$ cat src/rtl/pipeline_hazard_ctrl_if.sv
// ============================================================================
//  pipeline_hazard_ctrl_if
//  Decode/EX hazard inputs and stage-buffer control outputs of the controller.
//  Optional feature macro: PIPECTRL_PERF_EN (adds stall_count)
//  Revision: 1.0
// ============================================================================
`default_nettype none

interface pipeline_hazard_ctrl_if #(
    parameter int REG_BITS = 4
);
    logic [REG_BITS-1:0] id_rs1;
    logic [REG_BITS-1:0] id_rs2;
    logic                id_use_rs1;
    logic                id_use_rs2;
    logic                id_halt;
    logic                ex_mem_read;
    logic [REG_BITS-1:0] ex_rd;
    logic                ex_branch_taken;
    logic                ex_muldiv;
    logic                pc_write;
    logic                ifid_write;
    logic                idex_write;
    logic                ifid_flush;
    logic                idex_flush;
    logic                exmem_flush;
    logic                halted;
`ifdef PIPECTRL_PERF_EN
    logic [15:0]         stall_count;
`endif

    modport master (
`ifdef PIPECTRL_PERF_EN
        input  stall_count,
`endif
        output id_rs1, id_rs2, id_use_rs1, id_use_rs2, id_halt,
        output ex_mem_read, ex_rd, ex_branch_taken, ex_muldiv,
        input  pc_write, ifid_write, idex_write,
        input  ifid_flush, idex_flush, exmem_flush, halted
    );

    modport slave (
`ifdef PIPECTRL_PERF_EN
        output stall_count,
`endif
        input  id_rs1, id_rs2, id_use_rs1, id_use_rs2, id_halt,
        input  ex_mem_read, ex_rd, ex_branch_taken, ex_muldiv,
        output pc_write, ifid_write, idex_write,
        output ifid_flush, idex_flush, exmem_flush, halted
    );
endinterface

`default_nettype wire

$ cat src/rtl/pipeline_hazard_ctrl.sv
// ============================================================================
//  pipeline_hazard_ctrl
//  Stall/flush/halt sequencing for the five-stage pipeline buffers and PC.
//  Optional feature macro: PIPECTRL_PERF_EN (16-bit saturating stall counter)
//  Revision: 1.0
// ============================================================================
`default_nettype none

module pipeline_hazard_ctrl #(
    parameter int MULDIV_CYCLES = 4,
    parameter int REG_BITS      = 4
) (
    input  wire logic             clk,
    input  wire logic             rst,
    pipeline_hazard_ctrl_if.slave hz
);
    localparam logic [1:0] c_st_run    = 2'd0;
    localparam logic [1:0] c_st_muldiv = 2'd1;
    localparam logic [1:0] c_st_halt   = 2'd2;
    localparam logic [3:0] c_md_load   = 4'(MULDIV_CYCLES - 2);

    logic [1:0] r_state;
    logic [3:0] r_cnt;
    logic       r_halted;

    logic [1:0] w_next_state;
    logic [3:0] w_next_cnt;
    logic       w_lu;
    logic       w_pc_write;
    logic       w_ifid_write;
    logic       w_idex_write;
    logic       w_ifid_flush;
    logic       w_idex_flush;
    logic       w_exmem_flush;

    assign w_lu = hz.ex_mem_read && (hz.ex_rd != REG_BITS'(0)) &&
                  ((hz.id_use_rs1 && (hz.id_rs1 == hz.ex_rd)) ||
                   (hz.id_use_rs2 && (hz.id_rs2 == hz.ex_rd)));

    always_comb begin
        w_pc_write    = 1'b1;
        w_ifid_write  = 1'b1;
        w_idex_write  = 1'b1;
        w_ifid_flush  = 1'b0;
        w_idex_flush  = 1'b0;
        w_exmem_flush = 1'b0;
        w_next_state  = r_state;
        w_next_cnt    = r_cnt;
        if (!rst) begin
            w_pc_write    = 1'b0;
            w_ifid_write  = 1'b0;
            w_idex_write  = 1'b0;
            w_ifid_flush  = 1'b1;
            w_idex_flush  = 1'b1;
            w_exmem_flush = 1'b1;
        end else begin
            case (r_state)
                c_st_run: begin
                    // Branch wins: anything else seen in ID this cycle is wrong-path.
                    if (hz.ex_branch_taken) begin
                        w_ifid_flush = 1'b1;
                        w_idex_flush = 1'b1;
                    end else if (hz.ex_muldiv) begin
                        w_pc_write    = 1'b0;
                        w_ifid_write  = 1'b0;
                        w_idex_write  = 1'b0;
                        w_exmem_flush = 1'b1;
                        w_next_state  = c_st_muldiv;
                        w_next_cnt    = c_md_load;
                    end else if (w_lu) begin
                        w_pc_write   = 1'b0;
                        w_ifid_write = 1'b0;
                        w_idex_flush = 1'b1;
                    end else if (hz.id_halt) begin
                        w_pc_write   = 1'b0;
                        w_ifid_flush = 1'b1;
                        w_next_state = c_st_halt;
                    end
                end
                c_st_muldiv: begin
                    // cnt==0 is the release cycle; ex_muldiv is not looked at here.
                    if (r_cnt != 4'd0) begin
                        w_pc_write    = 1'b0;
                        w_ifid_write  = 1'b0;
                        w_idex_write  = 1'b0;
                        w_exmem_flush = 1'b1;
                        w_next_cnt    = r_cnt - 4'd1;
                    end else begin
                        w_next_state = c_st_run;
                    end
                end
                c_st_halt: begin
                    w_pc_write    = 1'b0;
                    w_ifid_write  = 1'b0;
                    w_ifid_flush  = 1'b1;
                    w_idex_flush  = 1'b1;
                    w_exmem_flush = 1'b1;
                end
                default: begin
                    w_next_state = c_st_run;
                    w_next_cnt   = 4'd0;
                end
            endcase
        end
    end

    always_ff @(posedge clk or negedge rst) begin
        if (!rst) begin
            r_state  <= c_st_run;
            r_cnt    <= 4'd0;
            r_halted <= 1'b0;
        end else begin
            r_state  <= w_next_state;
            r_cnt    <= w_next_cnt;
            r_halted <= (w_next_state == c_st_halt);
        end
    end

    assign hz.pc_write    = w_pc_write;
    assign hz.ifid_write  = w_ifid_write;
    assign hz.idex_write  = w_idex_write;
    assign hz.ifid_flush  = w_ifid_flush;
    assign hz.idex_flush  = w_idex_flush;
    assign hz.exmem_flush = w_exmem_flush;
    assign hz.halted      = r_halted;

`ifdef PIPECTRL_PERF_EN
    logic [15:0] r_stall_count;

    always_ff @(posedge clk or negedge rst) begin
        if (!rst) begin
            r_stall_count <= 16'd0;
        end else if (!w_pc_write && (r_state != c_st_halt) &&
                     (r_stall_count != 16'hFFFF)) begin
            r_stall_count <= r_stall_count + 16'd1;
        end
    end

    assign hz.stall_count = r_stall_count;
`endif

endmodule

`default_nettype wire

$ cat src/flat_wrapper.sv
// flat-port wrapper written by rule: the top's interface ports become plain ports
module pipeline_hazard_ctrl_flat 
#(
    parameter int MULDIV_CYCLES = 4,
    parameter int REG_BITS      = 4
)
  (clk, rst, hz_id_rs1, hz_id_rs2, hz_id_use_rs1, hz_id_use_rs2, hz_id_halt, hz_ex_mem_read, hz_ex_rd, hz_ex_branch_taken, hz_ex_muldiv, hz_pc_write, hz_ifid_write, hz_idex_write, hz_ifid_flush, hz_idex_flush, hz_exmem_flush, hz_halted);
  pipeline_hazard_ctrl_if #(.REG_BITS(REG_BITS)) hz_i ();
  input  wire logic clk;
  input  wire logic rst;
  input wire logic [$bits(hz_i.id_rs1)-1:0] hz_id_rs1;
  input wire logic [$bits(hz_i.id_rs2)-1:0] hz_id_rs2;
  input wire logic [$bits(hz_i.id_use_rs1)-1:0] hz_id_use_rs1;
  input wire logic [$bits(hz_i.id_use_rs2)-1:0] hz_id_use_rs2;
  input wire logic [$bits(hz_i.id_halt)-1:0] hz_id_halt;
  input wire logic [$bits(hz_i.ex_mem_read)-1:0] hz_ex_mem_read;
  input wire logic [$bits(hz_i.ex_rd)-1:0] hz_ex_rd;
  input wire logic [$bits(hz_i.ex_branch_taken)-1:0] hz_ex_branch_taken;
  input wire logic [$bits(hz_i.ex_muldiv)-1:0] hz_ex_muldiv;
  output wire logic [$bits(hz_i.pc_write)-1:0] hz_pc_write;
  output wire logic [$bits(hz_i.ifid_write)-1:0] hz_ifid_write;
  output wire logic [$bits(hz_i.idex_write)-1:0] hz_idex_write;
  output wire logic [$bits(hz_i.ifid_flush)-1:0] hz_ifid_flush;
  output wire logic [$bits(hz_i.idex_flush)-1:0] hz_idex_flush;
  output wire logic [$bits(hz_i.exmem_flush)-1:0] hz_exmem_flush;
  output wire logic [$bits(hz_i.halted)-1:0] hz_halted;
  assign hz_i.id_rs1 = hz_id_rs1;
  assign hz_i.id_rs2 = hz_id_rs2;
  assign hz_i.id_use_rs1 = hz_id_use_rs1;
  assign hz_i.id_use_rs2 = hz_id_use_rs2;
  assign hz_i.id_halt = hz_id_halt;
  assign hz_i.ex_mem_read = hz_ex_mem_read;
  assign hz_i.ex_rd = hz_ex_rd;
  assign hz_i.ex_branch_taken = hz_ex_branch_taken;
  assign hz_i.ex_muldiv = hz_ex_muldiv;
  assign hz_pc_write = hz_i.pc_write;
  assign hz_ifid_write = hz_i.ifid_write;
  assign hz_idex_write = hz_i.idex_write;
  assign hz_ifid_flush = hz_i.ifid_flush;
  assign hz_idex_flush = hz_i.idex_flush;
  assign hz_exmem_flush = hz_i.exmem_flush;
  assign hz_halted = hz_i.halted;
  pipeline_hazard_ctrl #(.MULDIV_CYCLES(MULDIV_CYCLES), .REG_BITS(REG_BITS)) u_core (.clk(clk), .rst(rst), .hz(hz_i));
endmodule
$ cat config.mk
export PLATFORM = sky130hd
export DESIGN_NAME = pipeline_hazard_ctrl_flat
export DESIGN_NICKNAME = d
export VERILOG_FILES = /design/src/rtl/pipeline_hazard_ctrl_if.sv /design/src/rtl/pipeline_hazard_ctrl.sv /design/src/flat_wrapper.sv
export SDC_FILE = /design/constraint.sdc
export NUM_CORES = 1
export LEC_CHECK = 0
export ABC_AREA = 1
export CAP_MARGIN = 20
export CORE_MARGIN = 2
export CORE_UTILIZATION = 46
export DETAILED_ROUTE_END_ITERATION = 10
export GPL_ROUTABILITY_DRIVEN = 0
export PLACE_DENSITY = 0.95
export REMOVE_ABC_BUFFERS = 1
export SETUP_SLACK_MARGIN = 0.1
export SLEW_MARGIN = 0
export SYNTH_ARGS = -nofsm -noshare
export SYNTH_HDL_FRONTEND = slang
export SYNTH_SLANG_ARGS = --single-unit
$ cat constraint.sdc
create_clock -name clk -period 2.5 [get_ports clk]
set_input_delay 0.5 -clock clk [delete_from_list [all_inputs] [get_ports clk]]
set_output_delay 0.5 -clock clk [all_outputs]
set_load 0.05 [all_outputs]
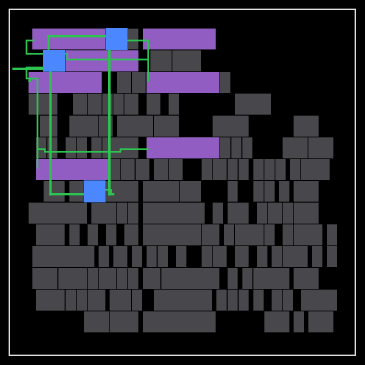
(run_1/clock_map.png)
Drawn at 8 px/um.
Key: blue = cells driving clock nets [count 3]; green = clock wires [length 119 um]; purple = flip-flops [count 7]
There are 4 routed clock nets.

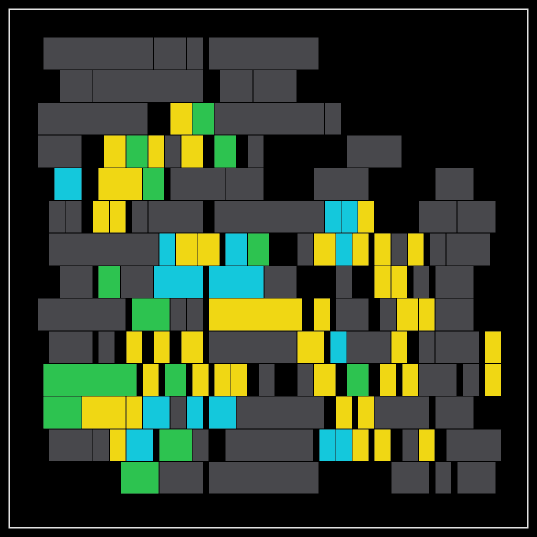
(run_1/gate_families.png)
Drawn at 12 px/um.
Key: green = inverting AOI/OAI gates [cells 13, most used o21ai_1]; yellow = NAND gates [cells 42, most used nand2_1]; cyan = NOR gates [cells 15, most used nor2_1]
Comb/total area: 40.2%
count of non-filler cells in the finished layout: 154
Top cell excl fill/tap: nand2_1

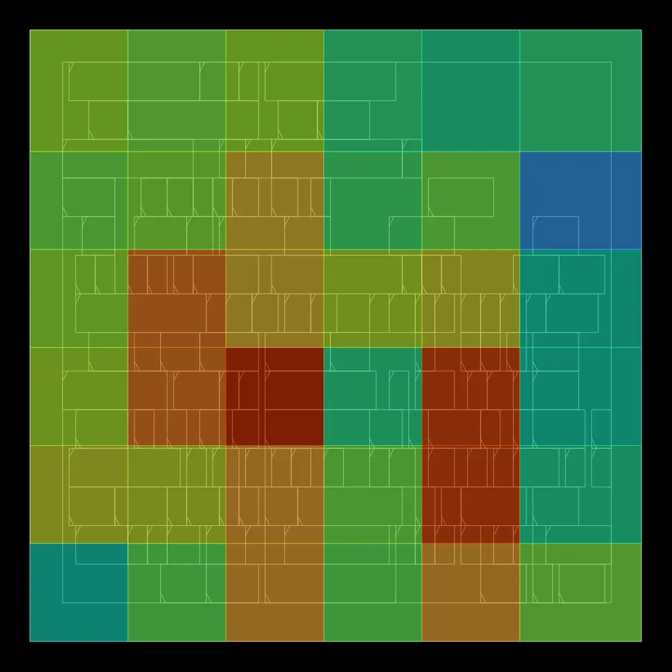
(run_1/final_congestion.png)
overall global routing resource usage: 20.8%
global-route track usage on met1: 22.4%
Post-Route Utilization: 72.7%
Top Usage Layer GRT: met2

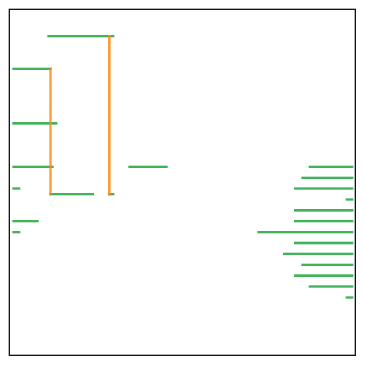
(run_1/metal_stack.png)
Drawn at 8 px/um. Two of the layers only.
Key: orange = met4 [wire length 35.4 um]; green = met3 [wire length 117 um]
overall routed net length: 1710 um
routed length per instance: 11.1 um
Via Count: 747

==> qor.log, run 1 <==
[run_status] outcome finished clean
[power_and_ir_drop] Worst VDD drop 0.000743 V
[yosys] ys async rst share 100%
[critical_path] Critical Path Sink Type primary output
[power_and_ir_drop] Biggest consumer combinational cells
[critical_path] total buffers and inverters traversed by the critical path 2
[routing] iteration tally of the first detailed-router pass 6
[clocking] clock sink count 7
[power_and_ir_drop] part of the total power dissipated in sequential elements 19.4%
[sta] peak clock frequency supported by timing 433 MHz
[routing] ratio of routed vias to standard cells 4.85
[layout] area growth from synthesis to layout 52.4%
[yosys] mean instance size in the synthesized netlist 6.56 um2
[power_and_ir_drop] proportion of power drawn by combinational gates 70.9%
[place] buffers added on ports 26
[floorplanning] core box area 0.00147 mm2
[routing] Met3 Wirelength 117 um
[critical_path] critical path's top delay family buffers and inverters
[layout] antenna diode count 0
[sta] slew margin rel. 67.2%
[global_routing] initial antenna violation count 0
[yosys] Synthesis Warnings 0
[power_and_ir_drop] power in the clock group 0.000103 W
[clocking] number of CTS-inserted buffers 3
[hold_path] worst min-delay path category flip-flop to flip-flop
[yosys] dominant non-sequential cell family after synthesis simple AND/OR/NAND/NOR gates
[yosys] Top cell area share 25.0%
[yosys] ranking of synthesized cells by area dfrtp_1, nand2_1, inv_1
[yosys] total of flip-flops plus latches after synthesis 7
[floorplanning] initial standard-cell utilization of the core 47.7%
[routing] Detailed Route Iter0 Violations 10
[global_routing] met2 usage 37.9%
[critical_path] type of origin of the critical path input port
[sta] post-route clock period utilization 92.3%
[global_routing] met3 usage in global routing 3.40%
[floorplanning] number of ports placed on the die boundary 27
[yosys] Mapped Cells 107
[floorplanning] die width 43.1 um
[sta] Final Hold Vio Count 0
[clocking] root buffer cell clkbuf_4
[global_routing] largest net degree at the start of global routing 10
[place] HPWL Detailed 1340 um
[clocking] Gates resized, CTS repair 12
[power_and_ir_drop] power density relative to cell area 991 mW/mm2
[layout] design area 0.00107 mm2
[yosys] number of flops mapped to enable cells by yosys 0
[sta] minimum period implied by the final worst setup slack 2310 ps
[floorplanning] area enclosed by the die boundary 0.00185 mm2
[critical_path] sequence of cells on the critical path clkdlybuf4s50_1, xnor2_1, nand3_1, nand2_1, nand2_2, o211ai_1, clkbuf_16
[power_and_ir_drop] cell-internal power 0.000526 W
[sta] setup repair after global routing missed its margin false
[yosys] register area share after synthesis 25.0%
[global_routing] total grt overflow 0
[floorplanning] row count 14
[yosys] yosys stat area 702 um2
[yosys] aoi share 14.6%
[clocking] number of buffers inserted to repair setup after CTS 0
[clocking] maximum level of the CTS H-tree 1
[floorplanning] Die H 43.1 um
[power_and_ir_drop] Sw Ratio 50.4%
[routing] DRC violation count after routing 0
[yosys] top cell type by instance count after synthesis nand2_1
==> run 1: worst min-delay path, stage by stage, from the launching register on <==
cell and delay (ps):
dfrtp_1 320, inv_1 70, o21ai_1 140
==> run 1: metrics by stage <==
stage | setup slack (ps) | hold slack [ps] | util [%] | total power (W) | std cells
finish | 191 | 566 | 72.7 | 0.00106 | 154
global route | 110 | 606 | 72.7 | 0.00114 | 154
CTS | 117 | 577 | 72.0 | 0.00108 | 153
detailed placement | 15.8 | 557 | 69.7 | 0.000959 | 149
global placement | 29.1 | 549 | 69.7 | 0.000940 | 149
floorplan | 279 | 204 | - | 0.000701 | 106
==> run 1: cell type report <==
type                       instances  area share (%)
tap                               16            1.87
multi-input combinational         75            40.2
inverter                          24            8.42
timing repair buffer              28            30.6
sequential                         7            16.4
clock buffer                       4            2.46
==> run 1: worst paths after layout <==
| path | start | to | slack, ps | depth (start not counted) |
|---|---|---|---|---|
| setup reg to reg | u_core.r_state[1]$_DFF_PN0_ | u_core.hz.halted$_DFF_PN0_ | 1140 | 7 |
| max in group asynchronous | rst | u_core.r_cnt[0]$_DFFE_PN0P_ | 1690 | 2 |
| min in group asynchronous | rst | u_core.r_cnt[3]$_DFFE_PN0P_ | 690 | 2 |
| hold / removal | u_core.r_cnt[1]$_DFFE_PN0P_ | u_core.r_cnt[1]$_DFFE_PN0P_ | 570 | 2 |
| hold reg to reg | u_core.r_cnt[1]$_DFFE_PN0P_ | u_core.r_cnt[1]$_DFFE_PN0P_ | 570 | 2 |
| setup / recovery | hz_id_rs1[2] | hz_idex_flush | 190 | 7 |
==> run 1: state kept, by name, summed over array words and instances, names as in the netlist <==
signal	count
u_core.r_state	2
u_core.hz.halted	1
u_core.r_cnt	4
==> run_1/met1.png <==
Drawn at 8 px/um. Supply wires on this layer in gray.
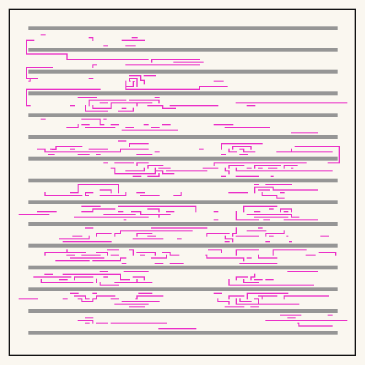

## Run 2: what changed since run 1
--- a/config.mk
+++ b/config.mk
@@ -8,10 +8,11 @@
 export ABC_AREA = 1
 export CAP_MARGIN = 20
 export CORE_MARGIN = 2
-export CORE_UTILIZATION = 46
+export CORE_UTILIZATION = 38
 export DETAILED_ROUTE_END_ITERATION = 10
 export GPL_ROUTABILITY_DRIVEN = 0
-export PLACE_DENSITY = 0.95
+export GPL_TIMING_DRIVEN = 0
+export PLACE_DENSITY = 0.86
 export REMOVE_ABC_BUFFERS = 1
 export SETUP_SLACK_MARGIN = 0.1
 export SLEW_MARGIN = 0
==> constraint.sdc (replaced) <==
create_clock -name clk -period 2.03 [get_ports clk]
set_input_delay 0.406 -clock clk [delete_from_list [all_inputs] [get_ports clk]]
set_output_delay 0.406 -clock clk [all_outputs]
set_load 0.05 [all_outputs]
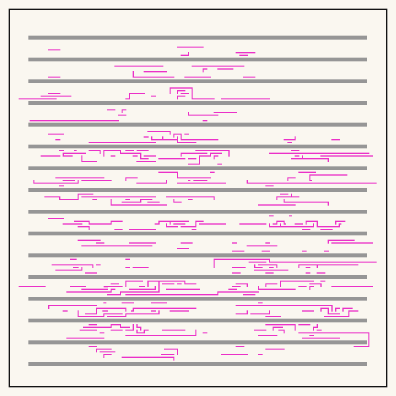
(run_2/met1.png)
Drawn at 8 px/um. Supply wires on this layer in gray.
145 nets have wire on it. The layer holds 39% of the routed length. The layer carries 708 um of wire. The wires run mostly horizontal. The longest straight run is 16.1 um.

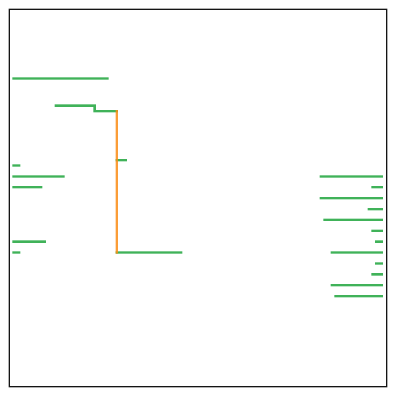
(run_2/metal_stack.png)
Drawn at 8 px/um. Two of the layers only.
Key: orange = met4 [wire length 17.7 um]; green = met3 [wire length 91.1 um]

==> qor.log, run 2 <==
[yosys] number of flops mapped to enable cells by yosys 0 [unchanged]
[clocking] clock sink count 7 [unchanged]
[sta] post-route clock period utilization 96.0%
[floorplanning] area enclosed by the die boundary 0.00221 mm2 [was 0.00185 mm2]
[layout] total of clock buffers placed in the layout 4 [unchanged]
[global_routing] initial antenna violation count 0 [unchanged]
[floorplanning] number of ports placed on the die boundary 27 [unchanged]
[global_routing] largest net degree at the start of global routing 13 [was 10]
[layout] Layout non-clock buf frac 26.2% [was 30.6%]
[place] total placed cells including tap cells 157 [was 149]
[routing] iteration tally of the first detailed-router pass 4 [was 6]
[sta] final setup slack of the worst path 80.8 ps [was 191 ps]
[critical_path] Critical Path Sink Type primary output [unchanged]
[sta] setup repair after global routing missed its margin true [was false]
[layout] number of multi-input combinational cells 75 [unchanged]
[routing] Detailed Route Iter0 Violations 24 [was 10]
[yosys] ranking of synthesized cells by area dfrtp_1, nand2_1, inv_1 [unchanged]
[global_routing] total grt overflow 0 [unchanged]
[place] HPWL Detailed 1310 um [was 1340 um]
[layout] number of flip-flops under the largest register name 4 [unchanged]
[routing] DRC violation count after routing 0 [unchanged]
[floorplanning] die width 47.0 um [was 43.1 um]
[layout] register containing the most flip-flops in the final layout u_core.r_cnt [unchanged]
[yosys] top cell type by instance count after synthesis nand2_1 [unchanged]
[yosys] register area share after synthesis 25.0% [unchanged]
[critical_path] number of gates on the worst path with buffers counted 9 [was 7]
[power_and_ir_drop] proportion of power drawn by combinational gates 72.4% [was 70.9%]
[critical_path] critical path's top delay family simple AND/OR/NAND/NOR gates [was buffers and inverters]
[layout] area growth from synthesis to layout 52.9% [was 52.4%]
[layout] antenna diode count 0 [unchanged]
[power_and_ir_drop] Worst VDD drop 0.000824 V [was 0.000743 V]
[critical_path] launch instance of the worst register-to-register path u_core.r_state[1]$_DFF_PN0_ [unchanged]
[power_and_ir_drop] part of the total power dissipated in sequential elements 18.2% [was 19.4%]
[layout] inverters 24 [unchanged]
[run_status] outcome finished clean [unchanged]
[sta] peak clock frequency supported by timing 513 MHz
[floorplanning] initial standard-cell utilization of the core 40.7% [was 47.7%]
[critical_path] total buffers and inverters traversed by the critical path 3 [was 2]
[yosys] Mapped Cells 107 [unchanged]
[yosys] mean instance size in the synthesized netlist 6.56 um2 [unchanged]
[layout] Comb/total area 43.5% [was 40.2%]
[power_and_ir_drop] power density relative to cell area 1310 mW/mm2 [was 991 mW/mm2]
[routing] Via Count 780 [was 747]
[critical_path] sequence of cells on the critical path inv_2, ha_4, nand4_4, nand3_2, inv_1, nand2_1, nand2_2, nor2_2, buf_6 [was clkdlybuf4s50_1, xnor2_1, nand3_1, nand2_1, nand2_2, o211ai_1, clkbuf_16]
[yosys] Top cell area share 25.0% [unchanged]
[power_and_ir_drop] Sw Ratio 50.9% [was 50.4%]
[sta] tightest hold margin 102 ps [was 566 ps]
[layout] flop count 7 [unchanged]
[power_and_ir_drop] post-route total power 0.00141 W [was 0.00106 W]
[yosys] ys async rst share 100% [unchanged]
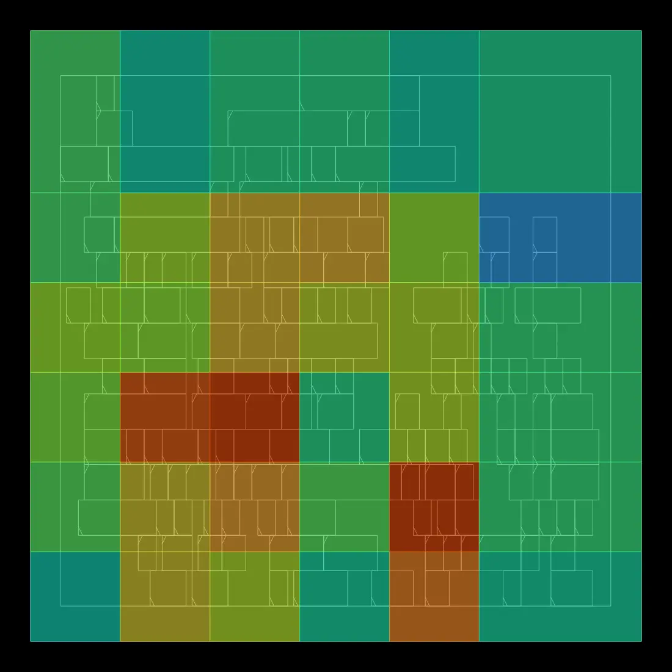
(run_2/final_congestion.png)
overall global routing resource usage: 17.7%
routed length per instance: 10.6 um
met2 usage: 37.0%
met3 usage in global routing: 4.62%
global-route track usage on met1: 17.0%

==> run 2: how the worst max path moves through the flow <==
stage                                startpoint             to  slack (ps)
finish              u_core.r_cnt[1]$_DFFE_PN0P_    hz_pc_write          80
global route        u_core.r_cnt[1]$_DFFE_PN0P_    hz_pc_write          -3
CTS                 u_core.r_state[0]$_DFF_PN0_    hz_pc_write          60
detailed placement                  hz_ex_rd[0]    hz_pc_write        -860
global placement                            rst  hz_idex_write        -840
floorplan           u_core.r_cnt[0]$_DFFE_PN0P_    hz_pc_write         -40
==> run 2: timing repair <==
| item | CTS | global route |
|---|---|---|
| buffers inserted | 5 | 3 |
| pin swaps | 16 | 16 |
| hold buffers | 0 | 0 |
| setup endpoints to repair | 6 | 6 |
| resized | 74 | 23 |
| endpoints found under the hold margin | 0 | 0 |
==> run 2: power by group through the flow <==
stage | combinational [W] | sequential (W) | clock [W]
4_1_cts | 0.000937 | 0.000260 | 0.000130
5_1_grt | 0.00111 | 0.000263 | 0.000145
6_report | 0.00102 | 0.000256 | 0.000132
3_3_place_gp | 0.000807 | 0.000252 | 0
3_5_place_dp | 0.000827 | 0.000255 | 0
2_1_floorplan | 0.000601 | 0.000262 | 0
==> run 2: cells by family after synthesis <==
kind of cell,after synthesis,synth area share (%)
simple gates,57,39.9
buf+inv,25,14.4
compound gates,14,14.6
flops,7,25.0
xor+xnor,2,2.50
fa+ha+maj,2,3.56
==> run 2: metal layers <==
layer	vias up	routed length (um)	global-route usage, %
li1	406	-	-
met1	350	707	17.0
met2	21	975	37.0
met3	3	91	4.62
met4	0	17	3.33
met5	-	0	0
==> run 2: worst reg2reg max path: cells and delay by family, from the launching register on <==
kind | cells | cell delay [ps]
AND-OR/OR-AND | 1 | 180
buffers and inverters | 1 | 180
flip-flops | 1 | 460
AND/OR/NAND/NOR | 3 | 400
Power and IR drop assume default switching activity.
